<file path="src/rtl/rt_cmd_pkg.sv">
// Shared types for the real-time command scheduler: payload layout, table entry and FSM states.
package rt_cmd_pkg;

  typedef struct packed {
    logic [47:0] freq;
    logic [47:0] freq_step;
    logic [31:0] freq_rate;
    logic [15:0] n_impuls;
    logic [1:0]  cmd_type;
    logic [31:0] ti;
    logic [31:0] tp;
    logic [31:0] tblank1;
    logic [31:0] tblank2;
  } cmd_payload_t;

  localparam int unsigned CMD_PAYLOAD_W = $bits(cmd_payload_t);

  typedef struct packed {
    logic         valid;
    logic [63:0]  tstart;
    cmd_payload_t payload;
  } cmd_entry_t;

  typedef enum logic [1:0] {
    StIdle,
    StScan,
    StIssue
  } sched_state_t;

endpackage

</file>
<file path="src/rtl/rt_slot_alloc.sv">
// Lowest-index free slot finder plus full flag over the slot valid vector.
module rt_slot_alloc #(
  parameter int unsigned DEPTH = 8,
  localparam int unsigned IW = $clog2(DEPTH)
) (
  input  logic [DEPTH-1:0] valid_i,
  output logic [IW-1:0]    free_idx_o,
  output logic             full_o
);

  // Walk downwards so the lowest free index is the last one assigned.
  always_comb begin
    free_idx_o = '0;
    for (int i = DEPTH - 1; i >= 0; i--) begin
      if (!valid_i[i]) free_idx_o = IW'(i);
    end
  end

  assign full_o = &valid_i;

endmodule

</file>
<file path="src/rtl/rt_cmd_sched.sv">
// Timed command table: two writers, issues the earliest non-stale command per request,
// purges stale entries during the scan and flushes on a system-time resync.
module rt_cmd_sched
  import rt_cmd_pkg::*;
#(
  parameter int unsigned DEPTH = 8,
  parameter int unsigned GUARD = 16,
  parameter int unsigned PW    = CMD_PAYLOAD_W,
  localparam int unsigned IW   = $clog2(DEPTH),
  localparam int unsigned CW   = $clog2(DEPTH) + 1
) (
  input  logic          clk_i,
  input  logic          rst_i,
  input  logic [63:0]   time_i,
  input  logic          time_resync_i,
  input  logic          wr_a_i,
  input  logic [63:0]   tstart_a_i,
  input  logic [PW-1:0] payload_a_i,
  output logic          rdy_a_o,
  input  logic          wr_b_i,
  input  logic [63:0]   tstart_b_i,
  input  logic [PW-1:0] payload_b_i,
  output logic          rdy_b_o,
  input  logic          req_command_i,
  output logic          data_wr_o,
  output logic [63:0]   time_start_z_o,
  output logic [PW-1:0] payload_z_o,
  output logic [CW-1:0] count_o,
  output logic          stale_drop_o,
  output logic          flushed_o
);

  logic [DEPTH-1:0] valid_q, valid_d;
  logic [63:0]      tstart_q  [DEPTH];
  logic [PW-1:0]    payload_q [DEPTH];

  sched_state_t  state_q, state_d;
  logic          pending_q, pending_d, req_q;
  logic [IW-1:0] scan_idx_q, scan_idx_d, best_idx_q, best_idx_d;
  logic [63:0]   best_t_q, best_t_d;
  logic          best_found_q, best_found_d;
  logic          data_wr_q, data_wr_d, stale_drop_q, stale_drop_d, flushed_q;
  logic [63:0]   tz_q;
  logic [PW-1:0] pz_q;

  logic [IW-1:0] free_idx;
  logic          full, wr_a_acc, wr_b_acc, wr_acc;
  logic [CW-1:0] cnt;
  logic [64:0]   limit;
  logic [63:0]   cur_t;
  logic          cur_stale, better;

  rt_slot_alloc #(.DEPTH(DEPTH)) u_alloc (
    .valid_i    (valid_q),
    .free_idx_o (free_idx),
    .full_o     (full)
  );

  assign rdy_a_o  = !rst_i && (state_q == StIdle) && !full && !time_resync_i;
  assign rdy_b_o  = rdy_a_o && !wr_a_i;
  assign wr_a_acc = wr_a_i && rdy_a_o;
  assign wr_b_acc = wr_b_i && rdy_b_o;
  assign wr_acc   = wr_a_acc || wr_b_acc;

  always_comb begin
    cnt = '0;
    for (int i = 0; i < DEPTH; i++) cnt = cnt + CW'(valid_q[i]);
  end

  // 65-bit limit: a carry out means TIME+GUARD wrapped and every entry is stale.
  assign limit     = {1'b0, time_i} + 65'(GUARD);
  assign cur_t     = tstart_q[scan_idx_q];
  assign cur_stale = {1'b0, cur_t} < limit;
  assign better    = !best_found_q || (cur_t < best_t_q);

  always_comb begin
    state_d      = state_q;
    valid_d      = valid_q;
    pending_d    = pending_q | (req_command_i & ~req_q);
    scan_idx_d   = scan_idx_q;
    best_idx_d   = best_idx_q;
    best_t_d     = best_t_q;
    best_found_d = best_found_q;
    data_wr_d    = 1'b0;
    stale_drop_d = 1'b0;
    if (wr_acc) valid_d[free_idx] = 1'b1;
    unique case (state_q)
      StIdle: begin
        if (pending_q && (cnt != '0) && !wr_acc) begin
          state_d      = StScan;
          scan_idx_d   = '0;
          best_found_d = 1'b0;
        end
      end
      StScan: begin
        if (valid_q[scan_idx_q]) begin
          if (cur_stale) begin
            valid_d[scan_idx_q] = 1'b0;
            stale_drop_d        = 1'b1;
          end else if (better) begin
            best_found_d = 1'b1;
            best_idx_d   = scan_idx_q;
            best_t_d     = cur_t;
          end
        end
        if (scan_idx_q == IW'(DEPTH - 1)) begin
          state_d = best_found_d ? StIssue : StIdle;
        end else begin
          scan_idx_d = scan_idx_q + IW'(1);
        end
      end
      StIssue: begin
        valid_d[best_idx_q] = 1'b0;
        pending_d           = 1'b0;
        data_wr_d           = 1'b1;
        state_d             = StIdle;
      end
      default: state_d = StIdle;
    endcase
    // Resync wins over everything except an issue already under way.
    if (time_resync_i) begin
      valid_d      = '0;
      state_d      = StIdle;
      stale_drop_d = 1'b0;
    end
  end

  always_ff @(posedge clk_i or posedge rst_i) begin
    if (rst_i) begin
      state_q      <= StIdle;
      valid_q      <= '0;
      pending_q    <= 1'b0;
      req_q        <= 1'b0;
      scan_idx_q   <= '0;
      best_idx_q   <= '0;
      best_t_q     <= '0;
      best_found_q <= 1'b0;
      data_wr_q    <= 1'b0;
      stale_drop_q <= 1'b0;
      flushed_q    <= 1'b0;
      tz_q         <= '0;
      pz_q         <= '0;
    end else begin
      state_q      <= state_d;
      valid_q      <= valid_d;
      pending_q    <= pending_d;
      req_q        <= req_command_i;
      scan_idx_q   <= scan_idx_d;
      best_idx_q   <= best_idx_d;
      best_t_q     <= best_t_d;
      best_found_q <= best_found_d;
      data_wr_q    <= data_wr_d;
      stale_drop_q <= stale_drop_d;
      flushed_q    <= time_resync_i;
      if (state_q == StIssue) begin
        tz_q <= tstart_q[best_idx_q];
        pz_q <= payload_q[best_idx_q];
      end
    end
  end

  always_ff @(posedge clk_i) begin
    if (wr_acc) begin
      tstart_q[free_idx]  <= wr_a_acc ? tstart_a_i : tstart_b_i;
      payload_q[free_idx] <= wr_a_acc ? payload_a_i : payload_b_i;
    end
  end

  assign data_wr_o      = data_wr_q;
  assign time_start_z_o = tz_q;
  assign payload_z_o    = pz_q;
  assign count_o        = cnt;
  assign stale_drop_o   = stale_drop_q;
  assign flushed_o      = flushed_q;

endmodule

</file>
<file path="config.mk">
export PLATFORM = sky130hd
export DESIGN_NAME = rt_cmd_sched
export DESIGN_NICKNAME = d
export VERILOG_FILES = /design/src/rtl/rt_cmd_pkg.sv /design/src/rtl/rt_slot_alloc.sv /design/src/rtl/rt_cmd_sched.sv
export SDC_FILE = /design/constraint.sdc
export NUM_CORES = 2
export LEC_CHECK = 0
export ABC_AREA = 1
export CAP_MARGIN = 20
export CORE_MARGIN = 10
export CORE_UTILIZATION = 53
export DETAILED_ROUTE_END_ITERATION = 16
export PLACE_DENSITY = 0.74
export SKIP_LAST_GASP = 1
export SLEW_MARGIN = 20
export SYNTH_ARGS = -nofsm -noshare
export SYNTH_HDL_FRONTEND = slang
export SYNTH_SLANG_ARGS = --single-unit
</file>
<file path="constraint.sdc">
create_clock -name clk_i -period 63.4 [get_ports clk_i]
set_clock_uncertainty 0.1 [all_clocks]
set_input_delay 12.68 -clock clk_i [delete_from_list [all_inputs] [get_ports clk_i]]
set_output_delay 12.68 -clock clk_i [all_outputs]
set_load 0.005 [all_outputs]
</file>
**Congestion heat map**

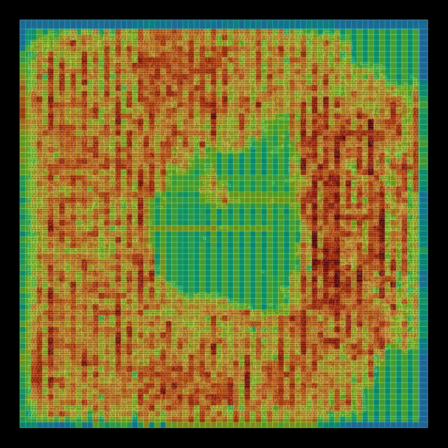
met3 global-route usage: 7.76%
grt met1 use: 37.8%
Tot GR Track Use: 29.3%
Top Usage Layer GRT: met2
Layout Utilization: 63.8%

**M2 wires**

(1 px per um)
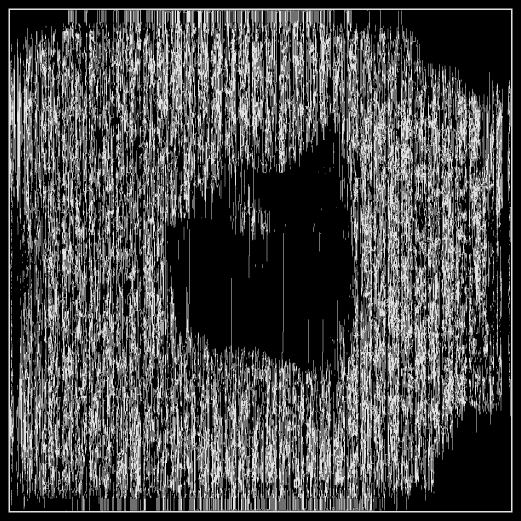
8,567 nets have wire on it. The layer holds 47% of the routed length. The longest straight run is 145 um. The layer carries 178 mm of wire.

**Cell density map**

The die is cut into 25 by 25 equal tiles; black is low, pale yellow is high, 0 to 100% covered.
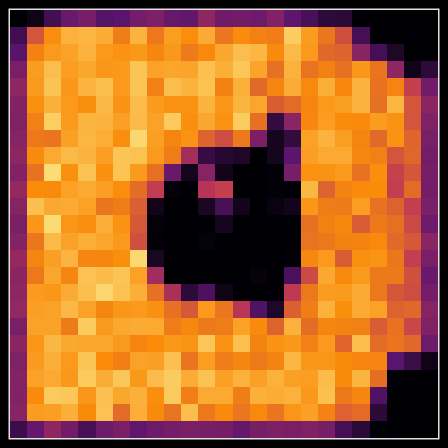
41% of the tiles are over 75% full. 12% of the tiles are nearly empty. The mean over all tiles is 57%. The fullest tile reaches 92%.
CORE AREA: 230,000 um2
FP Core Util: 53.3%

==> summary.txt <==
fresh numbers from the pnr run: status complete, no violations, clk root buf clkbuf_16, clk_lat worst skew 950 ps, Synth Area per Inst 15.4 um2, post-layout period usage of the worst path 42.6%, clock sink count 3,128, PwrDens 40.3 nW/um2, Post-Route WL 381,000 um, r2r setup slk 56,710 ps, largest net degree at the start of global routing 127, Rows 176, Yosys Instances 7,972, Max Fclk 37.1 MHz, CTS tree built, final setup violation count 0, CTS buffer count 320, clk slew on worst S/H paths 50 ps, Post-CTS Setup Inserts 0, number of enable flip-flop cells 2,704, CP cell instances clkdlybuf4s50_1 > nor3_1 > nand2_1 > inv_1 > clkdlybuf4s50_1, Distinct cells, synth 52, area share, top type 66.2%, Nets 9,944, maximum VDD drop 0.0323 mV, RD Place Congestion 0.946, DRC violations left 0, max cap viols 0, max incr delay on CP 530 ps, antenna violations before repair 16, leakage 49.8 nW, CP required 50,620 ps, CTS max path bufs 4, HP Class flop to flop, Synth top cells by count 2,704 x edfxtp_1, 798 x nand2_1, 529 x a221oi_1, DP HPWL 223,000 um, DR WL/cell 30.9 um, Ports 1,093, die height 501 um, Synth warnings 0, Synth top cell by count edfxtp_1, Post-synth area hogs edfxtp_1 66%, dfrtp_1 8.7%, a221oi_1 3.8%, mux2_2 3.1%, a22o_1 2.5%, H-tree depth 5, cts hold-fix bufs 0
-- worst paths after layout --
kind | start | end | cells past startpoint
worst min register to register | best_t_q[3]$_DFFE_PP0P_ | best_t_q[3]$_DFFE_PP0P_ | 2
min in group asynchronous | rst_i | best_t_q[27]$_DFFE_PP0P_ | 2
worst min-delay path | best_t_q[3]$_DFFE_PP0P_ | best_t_q[3]$_DFFE_PP0P_ | 2
max in group asynchronous | rst_i | payload_z_o[7]$_DFFE_PP0P_ | 5
worst max-delay path | rst_i | rdy_a_o | 5
worst max register to register | scan_idx_q[0]$_DFFE_PP0P_ | best_t_q[48]$_DFFE_PP0P_ | 21
-- cells by family (layout without fill, tap and decap cells) --
family	after synthesis	in the layout	synth area share [%]
buf+inv	843	2165	2.70
fa+ha+maj	142	142	1.47
flops	3128	3128	74.9
mux	338	338	3.11
xor+xnor	59	59	0.422
other cells	0	6	0
compound gates	1964	1964	12.4
simple gates	1498	1498	5.02
-- registers in the layout (all words and copies together) (netlist names), 2 cells and up --
signal	flops
payload_z_o	274
time_start_z_o	64
state_q	2
best_idx_q	3
best_t_q	64
scan_idx_q	3
tstart_q	512
valid_q	8
payload_q	2192
-- where the power goes --
part | internal, W | total [W] | switching, W
sequential | 0.00244 | 0.00258 | 0.000134
combinational | 0.000600 | 0.00154 | 0.000937
clock | 0.00105 | 0.00180 | 0.000754
-- cell type report --
| cell class | count | area, um2 |
|---|---|---|
| tap | 3026 | 3790 |
| sequential | 3128 | 91800 |
| antenna | 6 | 15.0 |
| clock inverter | 117 | 1100 |
| multi-input combinational | 4001 | 27600 |
| fill | 15800 | 83400 |
| timing repair buffer | 1242 | 12200 |
| inverter | 363 | 1380 |
| clock buffer | 443 | 8830 |
-- routing by layer --
metal  track usage [%]  vias up  share of wire (%)
met1              37.8    40300                 36
li1                  -    33600                  -
met2              46.7     5894                 47
met3              7.76     1043                 12
met5                 0        -             0.0063
met4              13.3        4                5.0
-- layout by cell type (no fill, tap or decap), types with 14 or more instances in the layout --
cell	instances
edfxtp_1	2704
clkbuf_16	326
ha_1	137
dfrtp_1	424
nand3_1	108
clkdlybuf4s50_1	1092
clkinv_1	42
inv_2	14
a41oi_1	303
a22o_1	349
o2111ai_1	24
nor3_1	29
nand4_1	66
clkbuf_8	23
nand2_1	797
clkbuf_1	94
clkinv_2	40
nor2_4	14
buf_4	138
o22ai_1	87
a21oi_1	315
a31oi_1	39
xor2_1	46
inv_1	343
nor3_2	16
bufinv_16	20
a221oi_1	529
o2bb2ai_1	22
a22oi_1	203
o21ai_0	66
nor2_1	431
mux2_2	338
-- worst max-delay path, delay by kind of cell --
kind / cells / cell delay, ps
buffers and inverters: 3 / 1190
AND/OR/NAND/NOR: 2 / 340
-- metrics by stage --
step	std cells	area, um2
after floorplan	7972	123000
after global placement	11800	137000
after detailed placement	11800	137000
after CTS	12300	147000
after global routing	12300	147000
final	12300	147000
Power figures rest on the tool's default switching activity, not on a simulated workload.
